<file path="config.mk">
export PLATFORM = sky130hd
export DESIGN_NAME = rr_arb_mux4
export DESIGN_NICKNAME = d
export VERILOG_FILES = /design/src/rtl/rr_arb_mux4.sv
export SDC_FILE = /design/constraint.sdc
export NUM_CORES = 1
export LEC_CHECK = 0
export CORE_ASPECT_RATIO = 0.75
export CORE_MARGIN = 2
export CORE_UTILIZATION = 36
export CTS_CLUSTER_DIAMETER = 120
export CTS_CLUSTER_SIZE = 24
export DETAILED_ROUTE_END_ITERATION = 6
export PLACE_DENSITY_LB_ADDON = 0.1
export SLEW_MARGIN = 40
export SYNTH_ARGS = -nofsm -noshare
export SYNTH_HDL_FRONTEND = slang
export SYNTH_SLANG_ARGS = --single-unit
</file>
<file path="constraint.sdc">
create_clock -name clk -period 2.55 [get_ports clk]
set_input_delay 0.255 -clock clk [delete_from_list [all_inputs] [get_ports clk]]
set_output_delay 0.255 -clock clk [all_outputs]
set_load 0.02 [all_outputs]
</file>
<file path="src/rtl/rr_arb_mux4.sv">
// rr_arb_mux4: four-input round-robin arbiter feeding a one-entry output
// register. Shares one downstream val/rdy port between four requesters by
// steering a 4:1 message mux and buffering the winner's message.
//
// Handshake: a transfer happens on a rising edge where valid and ready are
// both 1. Ready may depend combinationally on valid, but valid must never
// depend on ready. Once valid is raised the message should stay stable until
// the transfer. A requester that drops valid early simply loses the grant.

module rr_arb_mux4 #(
  parameter int p_nbits = 32
) (
  input  logic               clk,
  input  logic               reset,      // asynchronous, active-low
  input  logic [3:0]         in_val,
  output logic [3:0]         in_rdy,
  input  logic [p_nbits-1:0] in_msg0,
  input  logic [p_nbits-1:0] in_msg1,
  input  logic [p_nbits-1:0] in_msg2,
  input  logic [p_nbits-1:0] in_msg3,
  output logic               out_val,
  input  logic               out_rdy,
  output logic [p_nbits-1:0] out_msg,
  output logic [1:0]         out_src,
  output logic               dbg_state,  // output buffer state: 0 EMPTY, 1 FULL
  output logic [1:0]         dbg_ptr     // current priority pointer
);

  typedef enum logic {
    EMPTY = 1'b0,
    FULL  = 1'b1
  } buf_state_t;

  buf_state_t         state;
  buf_state_t         state_next;
  logic [1:0]         ptr;
  logic [1:0]         cand;
  logic [1:0]         gnt_idx;
  logic               gnt_found;
  logic               en;
  logic               in_xfer;
  logic [p_nbits-1:0] sel_msg;

  // The buffer can accept when it is empty or is being drained this cycle.
  assign en = (state == EMPTY) || out_rdy;

  // Nothing is accepted while reset is held, regardless of in_val.
  assign in_xfer = gnt_found && en && reset;

  // Round-robin search: first valid requester at or after ptr, wrapping.
  always_comb begin
    gnt_found = 1'b0;
    gnt_idx   = ptr;
    cand      = ptr;
    for (int k = 0; k < 4; k++) begin
      cand = ptr + 2'(k);
      if (!gnt_found && in_val[cand]) begin
        gnt_found = 1'b1;
        gnt_idx   = cand;
      end
    end
  end

  // Ready goes only to the winner, and only when the buffer can take it.
  always_comb begin
    in_rdy = 4'b0000;
    if (in_xfer) begin
      in_rdy[gnt_idx] = 1'b1;
    end
  end

  // 4:1 message mux steered by the grant.
  always_comb begin
    sel_msg = in_msg0;
    case (gnt_idx)
      2'd0:    sel_msg = in_msg0;
      2'd1:    sel_msg = in_msg1;
      2'd2:    sel_msg = in_msg2;
      default: sel_msg = in_msg3;
    endcase
  end

  // Buffer state register.
  always_ff @(posedge clk or negedge reset) begin
    if (!reset) begin
      state <= EMPTY;
    end else begin
      state <= state_next;
    end
  end

  // Buffer next state: a fill wins over a drain, so a simultaneous
  // drain and fill keeps the buffer full with no bubble.
  always_comb begin
    state_next = state;
    case (state)
      EMPTY: begin
        if (in_xfer) begin
          state_next = FULL;
        end
      end
      FULL: begin
        if (in_xfer) begin
          state_next = FULL;
        end else if (out_rdy) begin
          state_next = EMPTY;
        end
      end
      default: state_next = EMPTY;
    endcase
  end

  // Capture the winner's message and rotate priority past the winner.
  // A stalled grant leaves ptr alone so priority is not lost.
  always_ff @(posedge clk or negedge reset) begin
    if (!reset) begin
      ptr     <= 2'd0;
      out_msg <= '0;
      out_src <= 2'd0;
    end else if (in_xfer) begin
      ptr     <= gnt_idx + 2'd1;
      out_msg <= sel_msg;
      out_src <= gnt_idx;
    end
  end

  assign out_val   = (state == FULL);
  assign dbg_state = state;
  assign dbg_ptr   = ptr;

endmodule

</file>
Fig. 1: routed metal per tile
The bar under the picture is 20 µm long. The die is cut into 20 by 15 equal tiles; dark blue is low, red is high, scaled to the fullest tile. Values are wire area over tile area, all layers added.
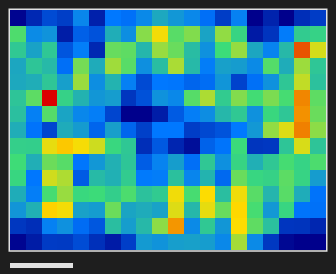
The fullest tile reaches 0.46. The emptiest ninth of the die: centre. The mean over all tiles is 0.17. The densest ninth of the die: middle right.

Fig. 2: cell classes on the final placement
Fill, decap, tap and diode cells in grey.
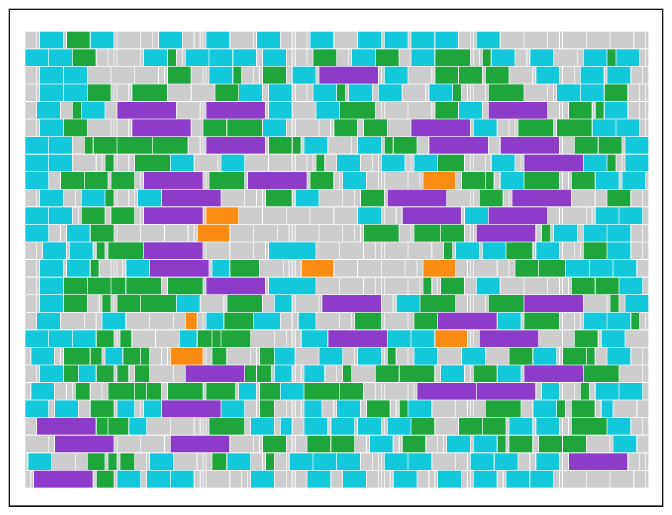
all other logic: in green, cells 165. flops: in purple, cells 37. other buffers and delay cells: in cyan, cells 194. clock drivers and dummy loads: in orange, cells 8.
Final Cell Area: 0.00455 mm²
# rows: 26
Core Footprint: 0.00683 mm²
final cell utilization of the core: 66.6%
Seq area share: 20.3%

Fig. 3: clock wiring as the flow saved it
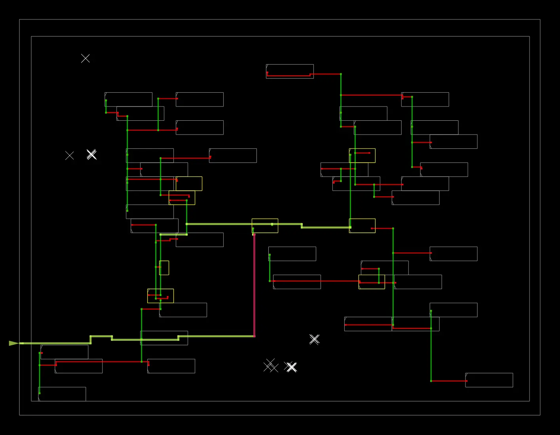
CTS Buf Count: 5
# clk buffers: 7
Skew-Pair Late Insertion Delay: 0.28 ns

==> results.yml <==
# generated from flow reports
detailed_routing:
  wl_per_cell_um: 16.9
  highest_layer: "met4"
  vias_per_cell: 5.18
  antenna_left: 0
  drc: 35
  drt-pass1-iter-count: 7
  wl_um: 8230
  vias: 2530
global_routing:
  grt.busiest_layer: "met2"
  grt_max_degree: 38
  antenna_found_initial: 0
  met3_usage_pct: 5.56
  globalRouteMet2Util_pct: 36.2
layout:
  buf_share_pct: 42.1
  largest-register: "out_msg"
  diodes: 0
  ff_count: 37
  inv_count: 33
  signal_buffers: 194
  regArea_um2: 926
  layout_top_cells: "clkdlybuf4s50_1, dfrtp_1, inv_1, a222oi_1, mux2i_1"
  nets: 543
  area_growth_pct: 79.3
  largest_register_ffs: 32
synth:
  yosys_warnings: 0
  synth_cell_types: 30
  ys_sh_simple_pct: 3.75
  synth-xor-area-share_pct: 0
  async_reset_ff_share_pct: 100
  yosysChipArea_mm2: 0.00254
  synthTopCellsByArea: "dfrtp_1, mux2_4, a222oi_1"
  ys_sh_adder_pct: 2.46
timing:
  worst_pin_slew_ns: 0.647
  timing.final.ws_setup_ns: 0.0656
  fin_crit_sh_pct: 97.4
  slew_headroom_pct: 56.9
  grt_setup_unrepaired: "true"
placement:
  dp_cells: 480
  gp_congestion: 0.757
worst_setup_path:
  crit_chain: "clkdlybuf4s50_1 > nor2b_1 > a2111o_1 > and2_1 > ha_1 > buf_4 > a222oi_1 > mux2i_1 > mux2_4"
  ff2ff_setup_slack_ns: 0.17
  r2r-start: "dbg_ptr[1]$_DFFE_PN0P_"
  cp_slowest_cell: "a2111o_1"
  critPathBufInv: 2
  end_kind: "flop"
die:
  die_w_um: 101
  fp.dieH_um: 76.7
run_status:
  status: "finished, violations left"
  violations: "design-rule violations"
pwr:
  vdd_drop_max_uv: 504
  top_power_group: "combinational cells"
  power.internal_mw: 2.59
run:
  tool_warnings: 31
  drv_cap: 0
clocking:
  htreeDepth: 2
  cts_sinks: 37
Power figures rest on the tool's default switching activity, not on a simulated workload.
